==> images/final_placement.png <==
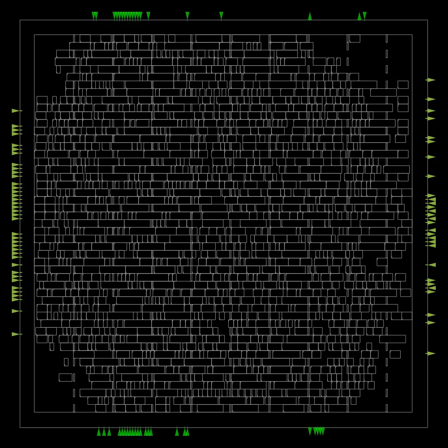
==> images/metal_stack.png <==
The bar under the picture is 50 um long.
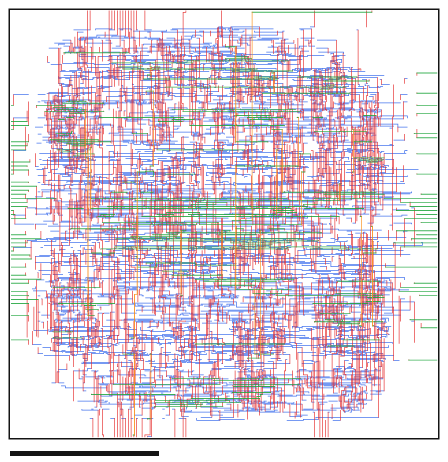
Design vga_sync_timer, sky130hd; sources not shown.
==> Table 3: Implementation characteristics <==
Physical implementation characteristics

Parameter                              Value

Cells and area
  Relative area change from synthesis to final layout    12.20%
  Layout net count    roughly 1800
  Register area    around 2700 um2
  Clock network area share    0.01536
  Registers    106
  Multi-input comb cells    approximately 940
  Inserted Diodes    0
  Finished layout cell area    13280 um2
  Share of final-layout standard cells stronger than drive strength 1    0.04339
  Layout filler cell count    1269
  Tally of clock buffers in the finished layout    10
  Final non-clock buffer share    0.08310
  Sequential share of cell area    0.2014
  Fraction of standard cell area in multi-input logic    0.6046
  Number of ordinary inverters in the final layout    261
  Comb gate area    8029 um2
  Number of buffers other than clock buffers in the final layout    between 100 and 150
  Most frequent standard cell in the layout excluding fill and tap cells    sky130_fd_sc_hd__inv_1
  Largest cell class by area    logic gates
  Core Util, Final    0.7469
  Dominant logic cell types in the final layout    sky130_fd_sc_hd__inv_1, sky130_fd_sc_hd__ha_1, sky130_fd_sc_hd__clkdlybuf4s50_1, sky130_fd_sc_hd__a21oi_1, sky130_fd_sc_hd__dfrtp_1

Worst setup path
  Cell with the most instances on the worst path    sky130_fd_sc_hd__fa_1
  Type of the setup path with the least slack    in -> reg
  Critical-path top delay cell    sky130_fd_sc_hd__a2111oi_0
  Count of buffering cells on the critical path with inverters included    4
  Kind of end point of the critical path    flip-flop
  Critical path's top delay family    AND-OR/OR-AND gates
  Crit path launch type    primary input
  Arrival time worst endpoint    10.89 ns
  Largest fanout of any net on the critical path    71
  R2R depth    34
  Delay of the slowest cell on the worst path    0.60 ns
  Reg-to-reg setup timing slack    5.34 ns
  Required time at the endpoint of the critical path    between 15 and 20 ns

Logic synthesis
  Total cells reported by yosys after synthesis    around 1300
  Cell area after synthesis    11840 um2
  Top-area cell type share of the netlist area    0.1860
  Simple logic cell fraction of the synthesized area    0.1111
  Post-synthesis net count    around 1700
  Proportion of synthesized flip-flops having asynchronous set or reset    1.000
  Top non-seq family    adder cells
  Avg Inst Size Synth    about 9 um2
  Mux area share    0.02104
  Most frequently used flop master after synthesis    sky130_fd_sc_hd__dfrtp_1
  Synthesized-area fraction occupied by xor and xnor cells    0.05698
  Yosys stat chip area    approximately 12000 um2
  Post-synth top area cell    sky130_fd_sc_hd__dfrtp_1
  Ys Warns    0
  Number of library cell types mapped by synthesis    71
  Synth area leaders    sky130_fd_sc_hd__dfrtp_1, sky130_fd_sc_hd__ha_1, sky130_fd_sc_hd__fa_1
  Adder-cell share of the synthesized area    0.3184
  Sequential share of the synthesized area    0.2260
  Synthesized netlist cell count    1330
  EDFF count, synth    0
  Fraction of the mapped netlist area in compound gates    0.1708
  Count of state elements after synthesis    106

Power
  Pwr dens    72.25 nW/um2
  Worst VDD drop    0.0001009 V
  Leakage power of the design    6.594 nW
  Total combinational power    0.448 mW
  Max power group    combinational cells
  Share of power burned in registers    0.335
  Clock group    0.190 mW
  Comb pwr share    0.467
  Internal power of the cells    0.5760 mW
  Sequential cell power    between 0.3 and 0.4 mW
  Switching fraction of total power    0.3997
  Overall power of the completed layout    around 0.96 mW
  Clock group share of total power    0.198
  Reported net switching power    approximately 0.38 mW

Clock network
  Number of CTS-inserted buffers    9
  Clock tree from TritonCTS    done
  Worst-skew pair later-pin latency    0.40 ns
  Deepest clock path buffer count    2
  Clock-pin slew of the registers on the worst-case setup and hold paths    roughly 0.11 ns
  Clock root buffer master    sky130_fd_sc_hd__clkbuf_8
  Level count of the clock H-tree    3
  # clock sinks    106

Drt
  Met2 Wirelength    12020 um
  Via-to-Cell Ratio    5.876
  Wire length the detailed router placed on met1    12860 um
  Length of routed met3 wiring    3159 um
  Post-detailed-route DRC marker count    0
  Post-route antenna net violation count    0
  Number of detailed-route iterations in the first pass    5
  Top layer in use    met4
  Number of DRC markers in iteration 0    742

Place
  Post-placement cell count    1642
  Quantity of I/O buffers inserted on ports    108
  Worst slack after detailed placement    4.163 ns
  Instance area at placement    13080 um2
  Final HPWL from detailed placement    24130 um
  Final GP Congestion    0.9436

Floorplan
  Die Outline Area    20710 um2
  Site row count    49
  IO Pins    between 100 and 150
  Die Height    143.9 um
  Die boundary width    143.9 um
  Floorplan Utilization    0.6657

GRT
  Global-route wire length before repair    46740 um
  Met1 track demand over resource    0.4302
  Most used routing layer    met1
  Number of global-route vias before repair    between 9000 and 10000
  Total overflow reported by the global router    0
  Initial antenna violation count    0
  Largest net degree at the start of global routing    around 80
  GR Layer Usage met3    0.07687
  GRT met2 Usage    0.4116

Timing
  Sum of negative setup slack    0 ns
  Total count of hold-check failures in the final report    0
  Final slew viol count    0
  Actual slew at the worst max-slew pin    between 0.9 and 1 ns
  RSZ-0062 raised after global routing    no
  Worst clock skew    0.01603 ns
  Period utilisation layout    0.7138
  Maximum operating frequency    roughly 0.095 GHz
  Hold slack final    0.4777 ns
  Headroom to the max-slew limit    0.3587
  Post-route minimum period    10.56 ns
  Min setup slack post-route    4.235 ns
  Final count of negative-setup-slack endpoints    0

Min path
  Hold WC Path Type    reg -> reg
  Worst Hold Path Cells    1

Run
  Number of max-cap violations    0
  Tally of OpenROAD warnings    30

Run status
  Result of the run    finished clean
Notes on final_placement.png above:
Tap Cells: 229
core box area: 17780 um2
final cell count without fillers: 1658

Notes on metal_stack.png above:
[met2] red | wire length: 12000 um
[met4] orange | wire length: 644 um
[met1] blue | wire length: 12900 um
[met3] green | wire length: 3160 um
routed length per placed instance: 17.29 um
vias post-DR: 9742
total routed wirelength: 28680 um
total routing resource utilization after global routing: 0.2878

[synthesized netlist by cell type (all sizes together) (6+ instances only)]
| library cell | n |
|---|---|
| o211ai | 7 |
| inv | 261 |
| nor3 | 18 |
| clkbuf | 10 |
| xnor2 | 49 |
| xor2 | 28 |
| nand4 | 20 |
| nand2b | 11 |
| buf | 18 |
| and3 | 9 |
| nand3 | 16 |
| nor2b | 15 |
| fa | 82 |
| dfrtp | 88 |
| or2 | 7 |
| o21a | 9 |
| mux2 | 15 |
| nand2 | 76 |
| o21bai | 15 |
| a211oi | 6 |
| o21ai | 90 |
| a21oi | 91 |
| a21o | 55 |
| nor2 | 65 |
| mux2i | 8 |
| ha | 170 |
| dfstp | 18 |
No activity file was given, so power comes from the tool's default toggle rates.
